### Metal 1

Scale bar: 50 um. Supply wires on this layer in gray.
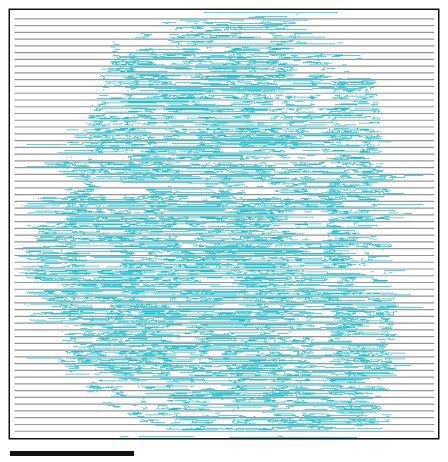
### M2 wires

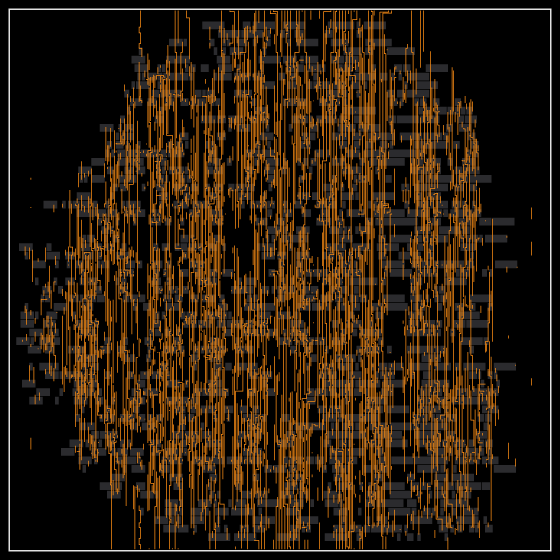
$ cat config.mk
export PLATFORM = sky130hd
export DESIGN_NAME = alu_execute
export DESIGN_NICKNAME = d
export VERILOG_FILES = /design/src/rtl/alu_pkg.sv /design/src/rtl/alu_serial_shifter.sv /design/src/rtl/alu_execute.sv
export SDC_FILE = /design/constraint.sdc
export NUM_CORES = 1
export LEC_CHECK = 0
export CAP_MARGIN = 20
export CORE_MARGIN = 1.5
export CORE_UTILIZATION = 35
export DETAILED_ROUTE_END_ITERATION = 6
export DONT_BUFFER_PORTS = 1
export MAX_ROUTING_LAYER = met4
export PLACE_DENSITY = 0.57
export RECOVER_POWER = 100
export REMOVE_ABC_BUFFERS = 1
export SLEW_MARGIN = 20
export SYNTH_ARGS = -nofsm -noshare
export SYNTH_HDL_FRONTEND = slang
export SYNTH_SLANG_ARGS = --single-unit
$ cat constraint.sdc
create_clock -name clk -period 10.7 [get_ports clk]
set_input_delay 1.605 -clock clk [delete_from_list [all_inputs] [get_ports clk]]
set_output_delay 1.605 -clock clk [all_outputs]
set_load 0.02 [all_outputs]
$ cat src/rtl/alu_pkg.sv
// Shared ALU definitions: control codes (common with the ALU-control decoder),
// execute-stage FSM states and serial-shifter modes.
package alu_pkg;

  localparam logic [4:0] ALU_ADD  = 5'd0;
  localparam logic [4:0] ALU_SUB  = 5'd1;
  localparam logic [4:0] ALU_AND  = 5'd2;
  localparam logic [4:0] ALU_OR   = 5'd3;
  localparam logic [4:0] ALU_XOR  = 5'd4;
  localparam logic [4:0] ALU_SLT  = 5'd5;
  localparam logic [4:0] ALU_SLTU = 5'd6;
  localparam logic [4:0] ALU_SLL  = 5'd7;
  localparam logic [4:0] ALU_SRL  = 5'd8;
  localparam logic [4:0] ALU_SRA  = 5'd9;
  localparam logic [4:0] ALU_NOP  = 5'd31;

  typedef enum logic {IDLE, SHIFT} exec_state_t;

  typedef enum logic [1:0] {SH_LL, SH_RL, SH_RA} shift_mode_t;

  function automatic logic is_shift_op(input logic [4:0] code);
    return (code == ALU_SLL) || (code == ALU_SRL) || (code == ALU_SRA);
  endfunction

  function automatic shift_mode_t shift_mode_of(input logic [4:0] code);
    shift_mode_t m;
    case (code)
      ALU_SRL: m = SH_RL;
      ALU_SRA: m = SH_RA;
      default: m = SH_LL;
    endcase
    return m;
  endfunction

endpackage

$ cat src/rtl/alu_serial_shifter.sv
// One-bit-per-cycle shifter. 'value' is the work register after this cycle's
// step and 'done' says the count reaches zero at the coming edge.
module alu_serial_shifter
  import alu_pkg::*;
#(
  parameter int XLEN = 32,
  parameter int SHW  = $clog2(XLEN)
) (
  input  logic              clk,
  input  logic              rst_n,
  input  logic              load,
  input  logic [SHW-1:0]    shamt,
  input  logic [XLEN-1:0]   opA,
  input  shift_mode_t       mode,
  output logic              done,
  output logic [XLEN-1:0]   value
);

  logic [XLEN-1:0] work;
  logic [XLEN-1:0] stepped;
  logic [SHW-1:0]  cnt;
  shift_mode_t     mode_q;

  always_comb begin
    stepped = work;
    case (mode_q)
      SH_LL:   stepped = {work[XLEN-2:0], 1'b0};
      SH_RL:   stepped = {1'b0, work[XLEN-1:1]};
      SH_RA:   stepped = {work[XLEN-1], work[XLEN-1:1]};
      default: stepped = work;
    endcase
  end

  // With cnt at zero the work register simply holds until the result is taken.
  assign value = (cnt != '0) ? stepped : work;
  assign done  = (cnt <= SHW'(1));

  always_ff @(posedge clk) begin
    if (!rst_n) begin
      work   <= '0;
      cnt    <= '0;
      mode_q <= SH_LL;
    end else if (load) begin
      work   <= opA;
      cnt    <= shamt;
      mode_q <= mode;
    end else if (cnt != '0) begin
      work <= stepped;
      cnt  <= cnt - SHW'(1);
    end
  end

endmodule

$ cat src/rtl/alu_execute.sv
// Execute-stage ALU: single-cycle ops load the result register directly;
// nonzero shifts run through the serial shifter while upstream is stalled.
module alu_execute
  import alu_pkg::*;
#(
  parameter int XLEN = 32,
  parameter int SHW  = $clog2(XLEN)
) (
  input  logic              clk,
  input  logic              rst_n,
  input  logic              inValid,
  output logic              inReady,
  input  logic [4:0]        aluControl,
  input  logic [XLEN-1:0]   opA,
  input  logic [XLEN-1:0]   opB,
  output logic              outValid,
  input  logic              outReady,
  output logic [XLEN-1:0]   result,
  output logic              zero,
  output logic              busy,
  output exec_state_t       state_dbg
);

  // Handshake: a transfer happens on an edge where valid & ready are both high;
  // the producer holds its payload stable while valid is high and ready is low.

  exec_state_t     state, state_nxt;
  logic            out_valid_q;
  logic [XLEN-1:0] result_q;
  logic            zero_q;

  logic            slot_free;
  logic            accept;
  logic [SHW-1:0]  shamt;
  logic            shift_start;
  logic            shift_finish;
  logic            load_res;
  logic [XLEN-1:0] alu_val;
  logic [XLEN-1:0] next_result;
  logic            sh_done;
  logic [XLEN-1:0] sh_value;

  assign slot_free    = !out_valid_q || outReady;
  assign inReady      = (state == IDLE) && slot_free;
  assign accept       = inValid && inReady;
  assign shamt        = opB[SHW-1:0];
  assign shift_start  = accept && is_shift_op(aluControl) && (shamt != '0);
  assign shift_finish = (state == SHIFT) && sh_done && slot_free;
  assign load_res     = (accept && !shift_start) || shift_finish;

  // Undefined codes fall to the default and behave as NOP.
  always_comb begin
    alu_val = '0;
    case (aluControl)
      ALU_ADD:  alu_val = opA + opB;
      ALU_SUB:  alu_val = opA - opB;
      ALU_AND:  alu_val = opA & opB;
      ALU_OR:   alu_val = opA | opB;
      ALU_XOR:  alu_val = opA ^ opB;
      ALU_SLT:  alu_val[0] = ($signed(opA) < $signed(opB));
      ALU_SLTU: alu_val[0] = (opA < opB);
      ALU_SLL, ALU_SRL, ALU_SRA: alu_val = opA;
      default:  alu_val = '0;
    endcase
  end

  assign next_result = (state == SHIFT) ? sh_value : alu_val;

  alu_serial_shifter #(
    .XLEN (XLEN),
    .SHW  (SHW)
  ) u_shifter (
    .clk   (clk),
    .rst_n (rst_n),
    .load  (shift_start),
    .shamt (shamt),
    .opA   (opA),
    .mode  (shift_mode_of(aluControl)),
    .done  (sh_done),
    .value (sh_value)
  );

  always_comb begin
    state_nxt = state;
    case (state)
      IDLE:    if (shift_start)  state_nxt = SHIFT;
      SHIFT:   if (shift_finish) state_nxt = IDLE;
      default: state_nxt = IDLE;
    endcase
  end

  always_ff @(posedge clk) begin
    if (!rst_n) begin
      state       <= IDLE;
      out_valid_q <= 1'b0;
      result_q    <= '0;
      zero_q      <= 1'b0;
    end else begin
      state       <= state_nxt;
      out_valid_q <= load_res || (out_valid_q && !outReady);
      if (load_res) begin
        result_q <= next_result;
        zero_q   <= (next_result == '0);
      end
    end
  end

  assign outValid  = out_valid_q;
  assign result    = result_q;
  assign zero      = zero_q;
  assign busy      = (state != IDLE);
  assign state_dbg = state;

endmodule
==> flow_metrics.env <==
# flow metrics
export IMPL_ys_seq_share_pct=14.78
export IMPL_synthCells=1418
export IMPL_report_final_slew_viol_count=96
export IMPL_violated_checks="design-rule violations, max-capacitance violations, max-slew violations"
export IMPL_period_minus_slack_ps=6505
export IMPL_worst_hold_startpoint="result[19]"
export IMPL_synthDominantAreaCellType="sky130_fd_sc_hd__dfxtp_1"
export IMPL_whs_endpoint="result[19]"
export IMPL_outcome="finished, violations left"
export IMPL_critPathMaxFanout=33
export IMPL_grt_use_total_pct=30.28
export IMPL_yosys_register_bits=74
export IMPL_core_mm2=0.02801
export IMPL_yosys_mux_area_fraction_pct=2.759
export IMPL_avgRoutedWirePerCell_um=25.55
export IMPL_edf_count=0
export IMPL_drc_errors=1
export IMPL_globalplace_congestion=1.009
export IMPL_critical_path_top_delay_family="buffers and inverters"
export IMPL_final_period_utilization_pct=60.79
export IMPL_post_synth_num_cell_types=89
export IMPL_xor_area_share_pct=2.272
export IMPL_finalHoldViolations=0
export IMPL_grt_overflow_total=0
export IMPL_worst_setup_path_startpoint="busy"
export IMPL_end_kind="flip-flop"
export IMPL_wl_met2_um=19150
export IMPL_grt_first_pass_wirelength_um=65250
export IMPL_cts_tree="yes"
export IMPL_maxCapViolCount=3
export IMPL_routed_via_density=6.509
export IMPL_hold_path_depth=2
export IMPL_clock_tree_htree_level_count=3
export IMPL_worstPathCellList="clkbuf_1 -> clkinv_1 -> and2_0 -> and3_1 -> o21ai_0 -> clkbuf_1 -> mux2i_1 -> nor2_1"
export IMPL_groute_layer_met3_usage_pct=4.349
export IMPL_synth_adder_area_share_pct=13.63
export IMPL_syn_to_final_growth_pct=5.406
export IMPL_synth_area_top_cells="sky130_fd_sc_hd__dfxtp_1 15%, sky130_fd_sc_hd__ha_1 13%, sky130_fd_sc_hd__a21oi_1 5.4%, sky130_fd_sc_hd__nor2_1 5.4%, sky130_fd_sc_hd__inv_1 4.1%"
export IMPL_timing_critical_path_to="u_shifter.work[5]"
export IMPL_critPathSlowestCell="sky130_fd_sc_hd__clkbuf_1"
export IMPL_layout_cells_most_common="sky130_fd_sc_hd__nor2_1"
export IMPL_clock_root_buffer="sky130_fd_sc_hd__clkbuf_16"
export IMPL_critical_path_max_stage_delay_ps=1810
export IMPL_detail_route_antenna_nets=0
Back to the opening pictures, 'Metal 1':
longest straight run = 63.5 um
share of all routed wire = 44%
wire length on this layer = 19500 um
met1 global-route usage: 41.72%
detailed-route wire length: 44120 um
via count of the routed design: 11.24k

Back to the opening pictures, 'M2 wires':
longest straight run = 70.7 um
wire length on this layer = 19100 um
share of all routed wire = 43%
nets with wire on the layer = 1187
GR met2 Demand/Resource: 44.99%

cell type report:
class                           instances  area, um^2
Clock inverter                          7       141.4
Inverter                              113       424.2
Tap cell                              378       473.0
Fill cell                            3026       17450
Timing Repair Buffer                   19       127.6
Sequential cell                        74        1483
Multi-Input combinational cell       1127        7689
Clock buffer                            9       225.2
synthesized netlist by cell type (all sizes together) (5+ instances only):
cell type and number:
a221o 15, nand2b 19, nand4 19, a31oi 15
a21oi 109, o31ai 30, xnor2 23, nor2 146
dfxtp 74, o211ai 16, o21ai 80, nand2 107
nand3 31, o21bai 6, buf 40, o22ai 44
and2 14, mux2i 13, nor2b 14, and3 8
or3 9, nor3 40, o221ai 11, mux2 13
o21a 8, o2111ai 9, ha 106, nor4 13
clkbuf 64, nand3b 7, inv 109, nor3b 6
a2111oi 13, a22oi 13, a41oi 5, a211oi 54
a21o 11, a221oi 33
metrics by stage:
step	area [um^2]	instances	utilization (%)	hold slack (ps)
global placement	10220	1711	36.50	549.6
global route	10560	1727	37.71	580.4
floorplan	9570	1314	-	530.2
CTS	10590	1727	37.82	562.4
finish	10560	1727	37.71	564.6
detailed placement	10230	1711	36.51	551.8
worst register-to-register path, stage by stage, from the launching register on:
cell	delay [ps]
sky130_fd_sc_hd__dfxtp_1	300
sky130_fd_sc_hd__clkbuf_1	1810
sky130_fd_sc_hd__clkinv_1	1140
sky130_fd_sc_hd__and2_0	520
sky130_fd_sc_hd__and3_1	300
sky130_fd_sc_hd__o21ai_0	490
sky130_fd_sc_hd__clkbuf_1	1320
sky130_fd_sc_hd__mux2i_1	410
sky130_fd_sc_hd__nor2_1	70
report_power, final:
part / leakage (uW) / switching, uW / total (uW) / internal, uW
sequential: 0.000608 / 72.4 / 401 / 329
clock: 0.000176 / 130 / 382 / 252
combinational: 0.00334 / 511 / 784 / 273
Power is estimated from default activity; no workload was simulated.
